Design multiword_add_sequencer, sky130hd; sources not shown.
### The metal 2 layer

Scale: 4 px per µm.
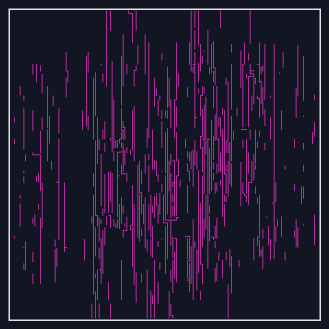
longest straight run: 53.7 µm
share of all routed wire: 50%
Vias: 1714
total wire length: 4.70 mm
M2 GR Usage: 28.2%

### Clock wiring as the flow saved it

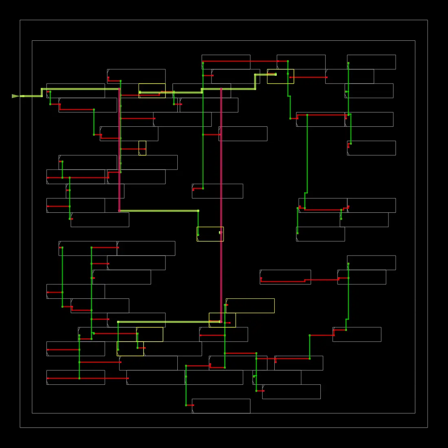
FFs & Latches: 54
clock buf count: 8
Clock Latency Late Sink: 0.31 ns
Setup Skew: 0.00706 ns
Power Clock: 0.603 mW

==> Slide: Implementation Results <==
Physical Implementation Snapshot

Synth
  – Distinct lib cells used: 26
  – Mean Syn Cell Area: 11.2 µm²
  – Post-Syn Area: 0.00237 mm²
  – Yosys warnings: 0
  – Cells in synth_stat.txt: 212
  – Nets at Floorplan: 261

Clock network
  – Total CTS buffers: 5
  – TritonCTS Sinks: 54
  – Worst-path clk slew: 0.09 ns
  – CTS tree: done
  – Cts hold-fix bufs: 0

Worst setup path
  – CP most frequent cell: nand2_1
  – Startpoint types: register
  – Slowest cell on the critical path: dfrtp_2
  – CP Max Fanout: 11
  – CP Cell Sequence: buf_4 > nor2_1 > o22ai_2 > ha_1 > ha_1 > nand3_1 > nand4_1 > nand2_1 > nand2_1 > nor2_4 > nand3_1 > nand2_1
  – Setup Crit Path Kind: reg -> reg
  – CP max stage delay: 0.46 ns

Final layout
  – Most numerous logic cell after layout: clkdlybuf4s50_1
  – MI comb area: 776 µm²
  – Fraction of layout cells with a size suffix above 1: 12.5%

Die
  – DIE WIDTH: 77.4 µm
  – Die height: 77.4 µm
  – Die Area: 0.00598 mm²
  – Io pins: 57

Final timing
  – Cycle use final: 91.2%
  – Highest clock rate: 477 MHz
  – Final Critical Period: 2.10 ns
  – RSZ-0062 raised after global routing: no
  – Final Hold Slack: 0.487 ns
  – Least-Margin Pin Slew: 0.284 ns
  – Hold Fails Final Rpt: 0

Detailed routing
  – DRT iter0 DRCs: 82
  – DRT Pass-1 Iters: 4
  – Vias/cell: 4.88

Pwr
  – Static Leakage: 1.32 nW
  – Peak VDD IR: 0.000593 V

Global route
  – First-pass GRT wire length: 8.00 mm

Place
  – # port buffers: 56
  – RePlAce Congestion: 0.892

Outcome
  – Outcome: completed
final cells by class:
| cell class | instances | area share, % |
|---|---|---|
| Sequential cell | 54 | 47.2 |
| Multi-Input combinational cell | 133 | 24.2 |
| Timing Repair Buffer | 65 | 20.0 |
| Clock buffer | 8 | 3.47 |
| Tap cell | 70 | 2.73 |
| Inverter | 21 | 2.50 |
cells in the mapped netlist:
cell type  instances  area [µm²]
nand4_1            2        12.5
clkinv_1           1        3.75
nand2_1           33         124
o21ai_0           28         140
nor2_2             4        25.0
nand2_2            2        12.5
inv_2              1        3.75
nand2_4            1        11.3
nand3_1            7        35.0
xnor2_1            2        17.5
o31ai_1            1        7.51
edfxtp_1          32         961
clkinv_2           1        5.00
dfrtp_1           22         551
buf_2              2        10.0
fa_1               1        20.0
clkbuf_1           2        7.51
o21ai_2            3        26.3
inv_1             18        67.6
mux2i_1            1        10.0
nand3_2            1        10.0
a22o_1             2        17.5
nor2_1            23        86.3
ha_1              11         138
o21ai_1            3        15.0
o22ai_1            8        50.1
cells by family (layout without fill, tap and decap cells):
| family | after synthesis | in the layout | synth area share [%] |
|---|---|---|---|
| compound gates | 45 | 45 | 10.8 |
| xor+xnor | 2 | 2 | 0.740 |
| fa+ha+maj | 12 | 12 | 6.66 |
| buf+inv | 25 | 94 | 4.12 |
| flops | 54 | 54 | 63.8 |
| mux | 1 | 1 | 0.423 |
| simple gates | 73 | 73 | 13.4 |
worst max-delay path: cells and delay by family (launching register included):
kind / cells / cell delay, ns
buf+inv: 1 / 0.18
simple gates: 8 / 0.81
flops: 1 / 0.46
fa+ha+maj: 2 / 0.49
compound gates: 1 / 0.11
through the flow:
| step | total power [mW] | utilization (%) | instance area, µm² | cells | setup WS (ns) |
|---|---|---|---|---|---|
| 4_1_cts | 4.00 | 61.9 | 3180 | 350 | 0.0637 |
| 6_report | 4.05 | 62.4 | 3210 | 351 | 0.203 |
| 3_5_place_dp | 3.38 | 59.7 | 3070 | 342 | 0.103 |
| 3_3_place_gp | 3.33 | 59.7 | 3070 | 342 | 0.211 |
| 2_1_floorplan | 2.68 | - | 2370 | 212 | 0.0850 |
| 5_1_grt | 4.38 | 62.4 | 3210 | 351 | 0.0119 |
power breakdown:
part	internal (mW)	total, mW	switching [mW]
combinational	0.855	2.03	1.17
clock	0.311	0.603	0.292
sequential	1.30	1.43	0.129
total	2.46	4.05	1.59
timing repair:
item | 4_1_cts | 5_1_grt
endpoints found under the setup margin | 0 | 11
buffers inserted | 0 | 1
gates resized | 0 | 8
layer usage:
metal  up-vias  part of all wire (%)  track usage, %
li1        859                     -               -
met1       805                    43            21.7
met2        45                    50            28.2
met3         5                   5.5            4.65
met4         0                   1.4            5.89
met5         -                     0               0
No activity file was given, so power comes from the tool's default toggle rates.
